flops_by_reg.png
Scale: 8 px per µm. Other sequential cells in the stronger gray, the rest of the logic in the fainter gray.
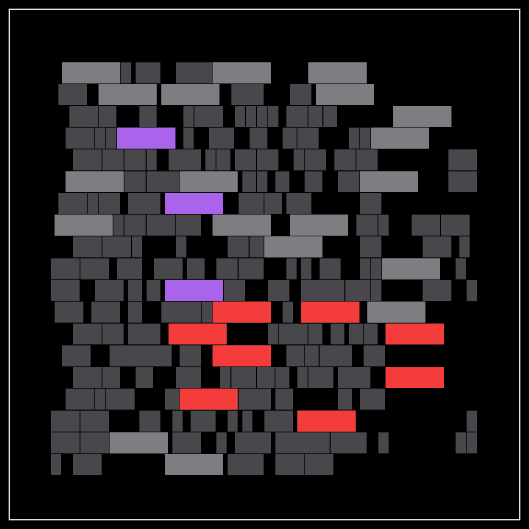
congestion.png
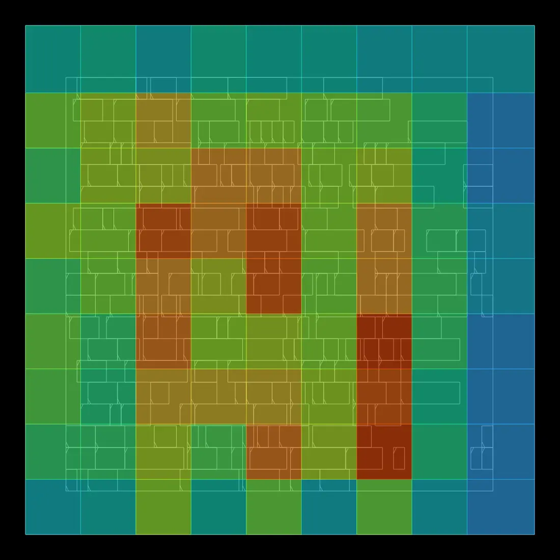
layer_met1.png
Scale: 10 px per µm. Supply wires on this layer in gray.
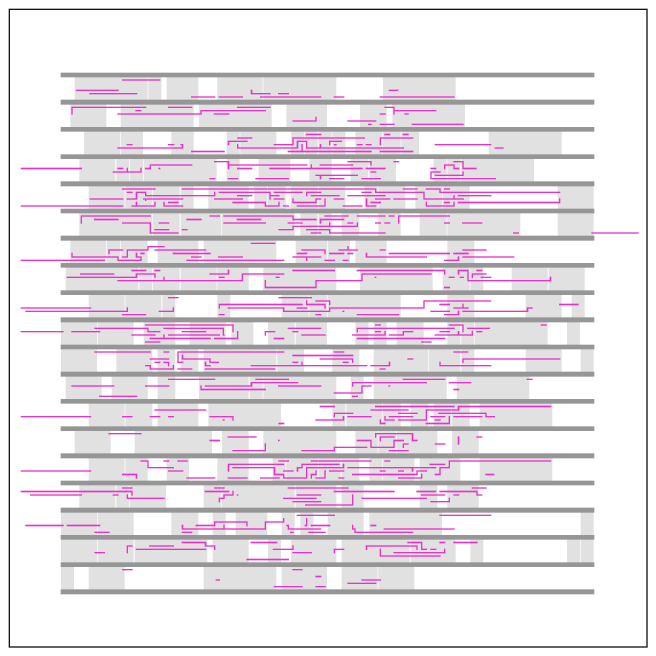
Design rst_ctrl, sky130hd; sources not shown.
==> results.cfg <==
; generated from flow reports
[critical_path]
endpoint_kind = register
worstPathRequired_ns = 2.68
critPathBufInv = 1
cp.depth = 5
crit_chain = clkdlybuf4s50_1 > nand2b_1 > o21bai_1 > nor2_1 > mux2_1
crit_type = input pin to register
crit_family = buffers and inverters
cp_slowest_cell = clkdlybuf4s50_1
regToRegSetupSlack_ns = 0.79
crit_arrival_ns = 2.10
cp_max_fo = 8

[grt]
overflow = 0
grt_pass1_wl_um = 4770
use_met1 = 0.168
grt_max_degree = 16
antenna_found_initial = 0

[clock_network]
cts_setup_buffers = 0
cts_resized = 0
clockBufferDepth = 2
clock.latency.late_pin_ns = 0.32
postCtsHoldBufs = 0
cts_inserted_buffers = 5
cts_tree = yes
root_buffer = clkbuf_4
htreeDepth = 2

[run_status]
status = finished clean

[floorplanning]
core_um2 = 2760
fp.dieW_um = 63.6
row_count = 19
die_area_um2 = 4050
die_height_um = 63.6
ios = 41

[timing]
holdWs_ns = 0.460
fmaxAchievable_mhz = 532
slew_headroom = 0.610
fin_setup_tns_ns = 0
maxSlewViolCount = 0
fin_worst_skew_ns = 0.0102
rsz0062_at_grt = no
fin_crit_ns = 1.88
fin_ws_ns = 0.580

[hold_path]
hold_class = register to register
whs_path_depth = 1

[synth]
top_cell_area_share = 0.410
synth_flops = 30
yosys_warnings = 0
ys_async_sr_fraction = 0
area_leaders = dfxtp_1 41%, nor2_1 6.7%, a22oi_1 4.1%
synth_seq_share = 0.410
ys_cells = 156
synth_area_per_cell_um2 = 9.40
ys.flop_type = dfxtp_1
syn-cell-area_um2 = 1470
syn_inst = 156
yosys_area_um2 = 1470
yosys.area.top_type = dfxtp_1
synth.distinct_cells = 49
edf_count = 0

[final_layout]
area_growth_pct = 26.0
design_area_um2 = 1850
fillers = 227
antenna-diode-count = 0
lay_top_cells = 32 x clkdlybuf4s50_1, 30 x dfxtp_1, 26 x nor2_1, 8 x a22oi_1, 8 x conb_1
logic_area_um2 = 813
final_nets = 220
drive_gt1_frac = 0.119

[detailed_routing]
drt_first_pass_iters = 4
drtIter0Drc = 49
ant_nets = 0
via_per_inst = 5.58
drc = 0

[place]
pre_cts_ws_ns = 0.213
dp_hpwl_um = 2360
dpl.cell_count = 217
portBuffers = 32
placed_area_um2 = 1790

[power]
power_mw = 0.902
leakagePower_nw = 0.659
p_per_area_nw_per_um2 = 488
worst_ir_drop_vdd_v = 0.000509

[job]
drv_cap = 0
Notes on flops_by_reg.png above:
| color | name in the netlist | sequential cells |
|---|---|---|
| red | u_stretch.r_holdCnt | 8 |
| purple | r_cause | 3 |
not colored: 19
Core Util, Final: 0.670
register area: 601 µm²

Notes on congestion.png above:
GR Util met2: 0.226
GRT Total Usage: 0.146
Top Usage Layer GRT: met2
M3 GR Usage: 0.0693
WL per Instance: 13.3 µm

Notes on layer_met1.png above:
share of all routed wire: 45%
main direction: horizontal
Vias: 1255
total wire length: 2980 µm

[cell families (layout without fill, tap and decap cells)]
logic type | count (synthesis) | count (layout) | synth area share
AND-OR/OR-AND | 34 | 34 | 0.177
XOR/XNOR | 4 | 4 | 0.0239
adder cells (fa/ha/maj) | 3 | 3 | 0.0256
buffers and inverters | 13 | 44 | 0.0538
flip-flops | 30 | 30 | 0.410
multiplexers | 6 | 6 | 0.0444
other | 1 | 8 | 0.00256
AND/OR/NAND/NOR | 65 | 65 | 0.264
[Yosys cell counts (2+ instances only)]
cell      count
buf_4         8
o211ai_1      2
or4_1         3
a21oi_1       6
a211o_1       3
nand3_1       5
a22oi_1       8
xnor2_1       2
or4_4         2
mux2_2        3
inv_1         4
o21ai_0       2
nand4_1       2
a21o_1        2
or3_4         2
mux2i_1       2
nand2_1       4
o31ai_1       2
nand2b_1      3
nand3b_1      2
ha_1          3
xor2_1        2
dfxtp_1      30
nor3_1        4
nor2_1       26
[worst reg2reg max path, delay by kind of cell, from the launching register on]
kind	cells	cell delay (ns)
adder cells (fa/ha/maj)	1	0.27
flip-flops	1	0.42
multiplexers	1	0.31
AND/OR/NAND/NOR	2	0.24
AND-OR/OR-AND	1	0.33
[per-layer routing]
| layer | share of wire | vias to the layer above |
|---|---|---|
| li1 | - | 629 |
| met1 | 0.45 | 572 |
| met2 | 0.44 | 46 |
| met3 | 0.086 | 8 |
| met4 | 0.022 | 0 |
| met5 | 0 | - |
[area by class of cell]
class / instances / area share
inverter: 4 / 0.00812
multi-input combinational: 120 / 0.440
clock inverter: 1 / 0.00271
timing repair buffer: 32 / 0.173
clock buffer: 7 / 0.0298
tap: 31 / 0.0210
sequential: 30 / 0.325
[report_power, final]
group | switching, mW | leakage, nW | total, mW | internal [mW]
sequential | 0.00631 | 0.243 | 0.499 | 0.493
combinational | 0.0493 | 0.380 | 0.102 | 0.0531
clock | 0.161 | 0.0353 | 0.300 | 0.138
No activity file was given, so power comes from the tool's default toggle rates.
